==> config.mk <==
export PLATFORM = sky130hd
export DESIGN_NAME = fifo_stream_reader
export DESIGN_NICKNAME = d
export VERILOG_FILES = /design/src/rtl/fifo_stream_reader.sv
export SDC_FILE = /design/constraint.sdc
export NUM_CORES = 1
export LEC_CHECK = 0
export CAP_MARGIN = 40
export CORE_UTILIZATION = 30
export CTS_BUF_LIST = sky130_fd_sc_hd__clkbuf_8
export DETAILED_ROUTE_END_ITERATION = 7
export PLACE_DENSITY = 0.58
export SLEW_MARGIN = 40
export SYNTH_ARGS = -nofsm -noshare
export SYNTH_HDL_FRONTEND = slang
export SYNTH_SLANG_ARGS = --single-unit
==> constraint.sdc <==
create_clock -name clk -period 2.5 [get_ports clk]
set_input_delay 0.25 -clock clk [delete_from_list [all_inputs] [get_ports clk]]
set_output_delay 0.25 -clock clk [all_outputs]
set_load 0.005 [all_outputs]
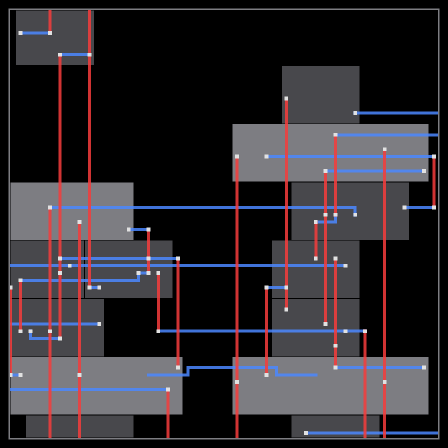
*Layout detail, run 1*
Region (37, 37) to (57, 57) µm. Cells in gray, sequential cells in the stronger gray; small squares are vias.
layer	color
M2	red
M1	blue
cells with their middle in the window	12
sequential cells in the window	4
most frequent	mux2_2 (4), dfrtp_1 (4)

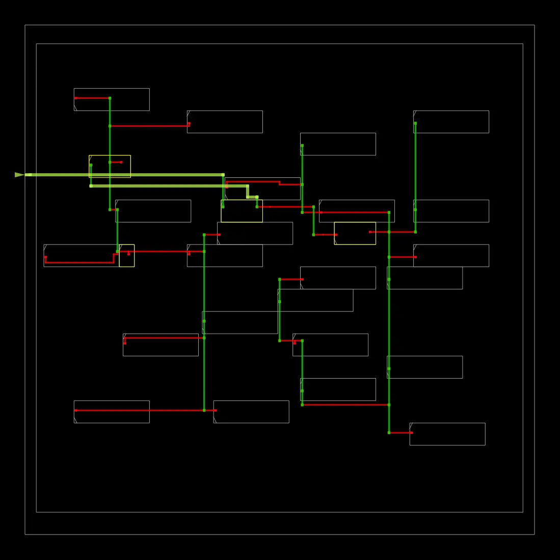
*Clock wiring as the flow saved it, run 1*
clock buffers: 3
skew final: 0.00210 ns
Seq cells: 23
CTS sink count: 23
Num CTS Buffers: 3

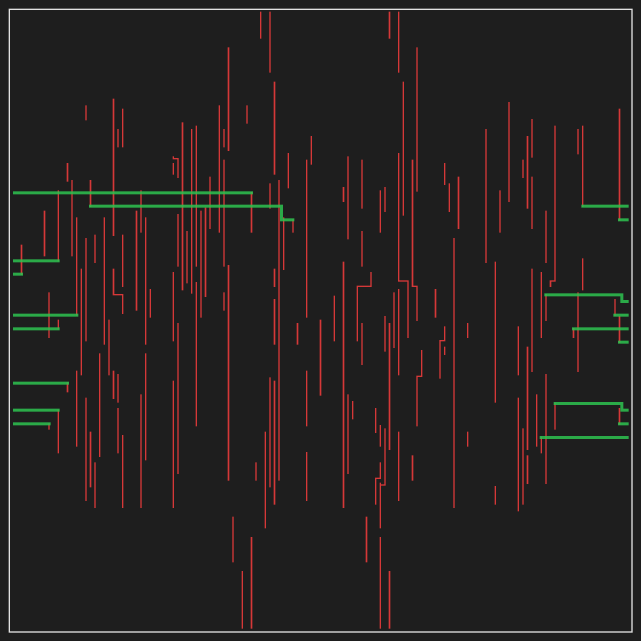
*Wiring by layer, run 1*
Scale: 10 px per µm. Two of the layers only.
layer	color	wire length
M2	red	1060 µm
M3	green	113 µm
total track usage: 11.3%
via count: 676

==> results.ini, run 1 <==
[status]
status=finished with violations
violations=negative setup slack

[clock_tree]
postCtsHoldBufs=0
cts_resized=6

[routing]
avgViaCountPerCell=4.36
drc=0

[placed_design]
io_buffers=24
dp_hpwl_um=1400

[setup_path]
cp-start-kind=register
crit_type=register to output port
reg2regPathDepth=9
critPathMaxStageDelay_ns=0.51
crit_buf_inv=3
cp_common_cell=inv_1
critPathArrivalTime_ns=2.27

[layout]
n_antenna_cell=0
final_cell_area_um2=1500

[final_timing]
setup_ws_ns=-0.0205
hold_viol_final=0
drv_slew=0
setup_viol=1
worstMarginPinSlew_ns=0.413
setup_tns_ns=-0.0205

[synthesis]
top_cell=dfrtp_1

[floorplan]
ioPinCount=25

[pwr]
p_total_mw=1.82

==> run 1: final cells by class <==
cell class | count | area [µm²]
Clock buffer | 3 | 41.3
Sequential cell | 23 | 576
Inverter | 5 | 18.8
Multi-Input combinational cell | 42 | 483
Fill cell | 331 | 1890
Clock inverter | 1 | 5.00
Tap cell | 46 | 57.6
Timing Repair Buffer | 35 | 318
==> run 1: logic make-up after synthesis <==
| kind of cell | Yosys count | synth area share (%) |
|---|---|---|
| AND-OR/OR-AND | 1 | 0.808 |
| buffers and inverters | 7 | 4.04 |
| XOR/XNOR | 3 | 2.42 |
| flip-flops | 23 | 53.1 |
| AND/OR/NAND/NOR | 8 | 4.61 |
| multiplexers | 26 | 29.8 |
| adder cells (fa/ha/maj) | 4 | 5.31 |
### Signal wires on met2, run 1

Scale: 6 px per µm.
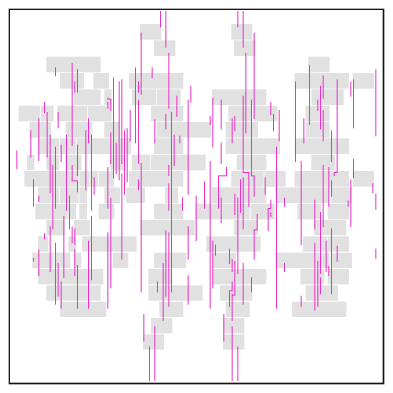

==> run 2: changes to the inputs <==
--- a/config.mk
+++ b/config.mk
@@ -9,7 +9,7 @@
 export CORE_UTILIZATION = 30
 export CTS_BUF_LIST = sky130_fd_sc_hd__clkbuf_8
 export DETAILED_ROUTE_END_ITERATION = 7
-export PLACE_DENSITY = 0.58
+export PLACE_DENSITY = 0.5
 export SLEW_MARGIN = 40
 export SYNTH_ARGS = -nofsm -noshare
 export SYNTH_HDL_FRONTEND = slang
==> constraint.sdc (replaced) <==
create_clock -name clk -period 2.6 [get_ports clk]
set_input_delay 0.26 -clock clk [delete_from_list [all_inputs] [get_ports clk]]
set_output_delay 0.26 -clock clk [all_outputs]
set_load 0.005 [all_outputs]
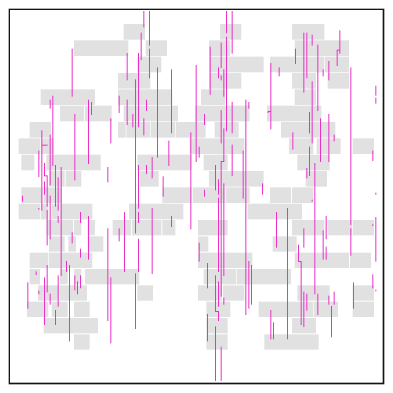
*Signal wires on met2, run 2*
Scale: 6 px per µm.
main direction	vertical
longest straight run	35.7 µm
nets with wire on the layer	109
Routed Wire Length: 1990 µm
met2 usage: 17.0%
via count: 658

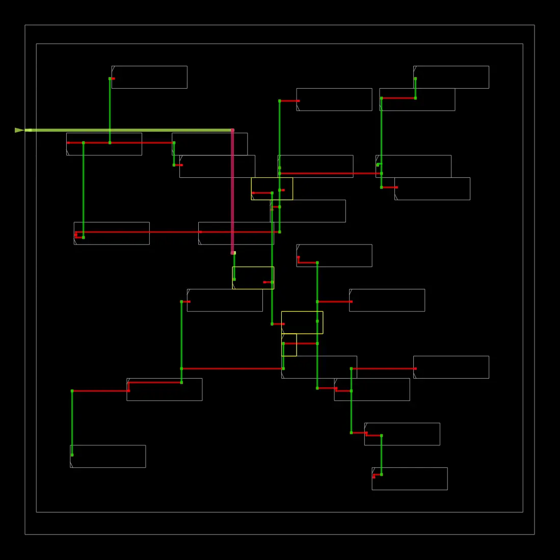
*Clock wiring as the flow saved it, run 2*
Clk. pwr: 0.217 mW
skew final: 0.00102 ns
clk ins delay skew pair: 0.26 ns

==> run 2 against run 1 <==
The flow now finishes without violations. Setup slack improved by 0.063 ns. Synthesized cell count unchanged. First-iteration DRC count shrank 78%. Register-to-register slack barely moved. Worst hold slack worse by 0.022 ns. Critical path depth stayed put. Final cell count fell by 1.9%. Sequential power shrank 3.4%. Critical path type unchanged. Critical endpoint unchanged.
==> results.ini, run 2 <==
[status]
status=completed

[pwr]
p_total_mw=1.72  ; -5.6%

[final_timing]
setup_tns_ns=0  ; +0.0205 ns
hold_viol_final=0  ; unchanged
setup_viol=0  ; -1
setup_ws_ns=0.0421  ; +0.0626 ns
worstMarginPinSlew_ns=0.446  ; +0.0324 ns

[setup_path]
cp-start-kind=register
crit_type=register to output port
reg2regPathDepth=9  ; unchanged
crit_buf_inv=3  ; unchanged
critPathMaxStageDelay_ns=0.49  ; -0.02 ns

[routing]
avgViaCountPerCell=4.33  ; -0.74%
drc=0  ; unchanged

[layout]
ff_latch_area_um2=576  ; unchanged
final_cell_area_um2=1470  ; -2.1%
n_antenna_cell=0  ; unchanged

[placed_design]
io_buffers=24  ; unchanged
dp_hpwl_um=1370  ; -2.2%

[clock_tree]
cts.sink_count=23  ; unchanged
cts_buffers=3  ; unchanged

[floorplan]
ioPinCount=25  ; unchanged

[synthesis]
top_cell=dfrtp_1
ys_sh_xor_pct=2.42  ; unchanged
synthSimpleGateAreaFrac_pct=4.61  ; unchanged
ys_top_logic_family=multiplexers
top_area_cell=dfrtp_1
mux_share_pct=29.8  ; unchanged

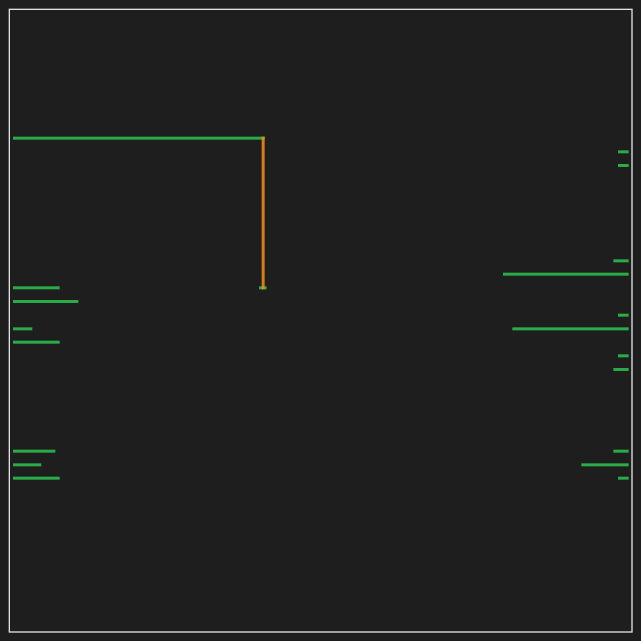
*Wiring by layer, run 2*
Scale: 10 px per µm. Two of the layers only.
layer	color	wire length
M3	green	88.2 µm
M4	orange	15.0 µm
routed len/inst: 13.1 µm
total track usage: 11.4%

[run 2: netlist changes by cell type in the layout (fill, tap and decap cells not counted)]
cell / previous run / this run
buf_4: 11 / 8
nor4_2: 0 / 1
nor4_4: 1 / 0
[run 2: area by class of cell]
| class | count | share of cell area [%] |
|---|---|---|
| inverter | 5 | 1.28 |
| clock buffer | 3 | 2.81 |
| clock inverter | 1 | 0.341 |
| multi-input combinational | 42 | 32.3 |
| sequential | 23 | 39.2 |
| tap | 46 | 3.92 |
| timing repair buffer | 32 | 20.1 |
[run 2: timing repair]
item,CTS,global route
pin swaps,1,3
hold buffers,0,0
setup buffers,1,2
resized,5,1
endpoints found under the setup margin,1,1
No activity file was given, so power comes from the tool's default toggle rates.
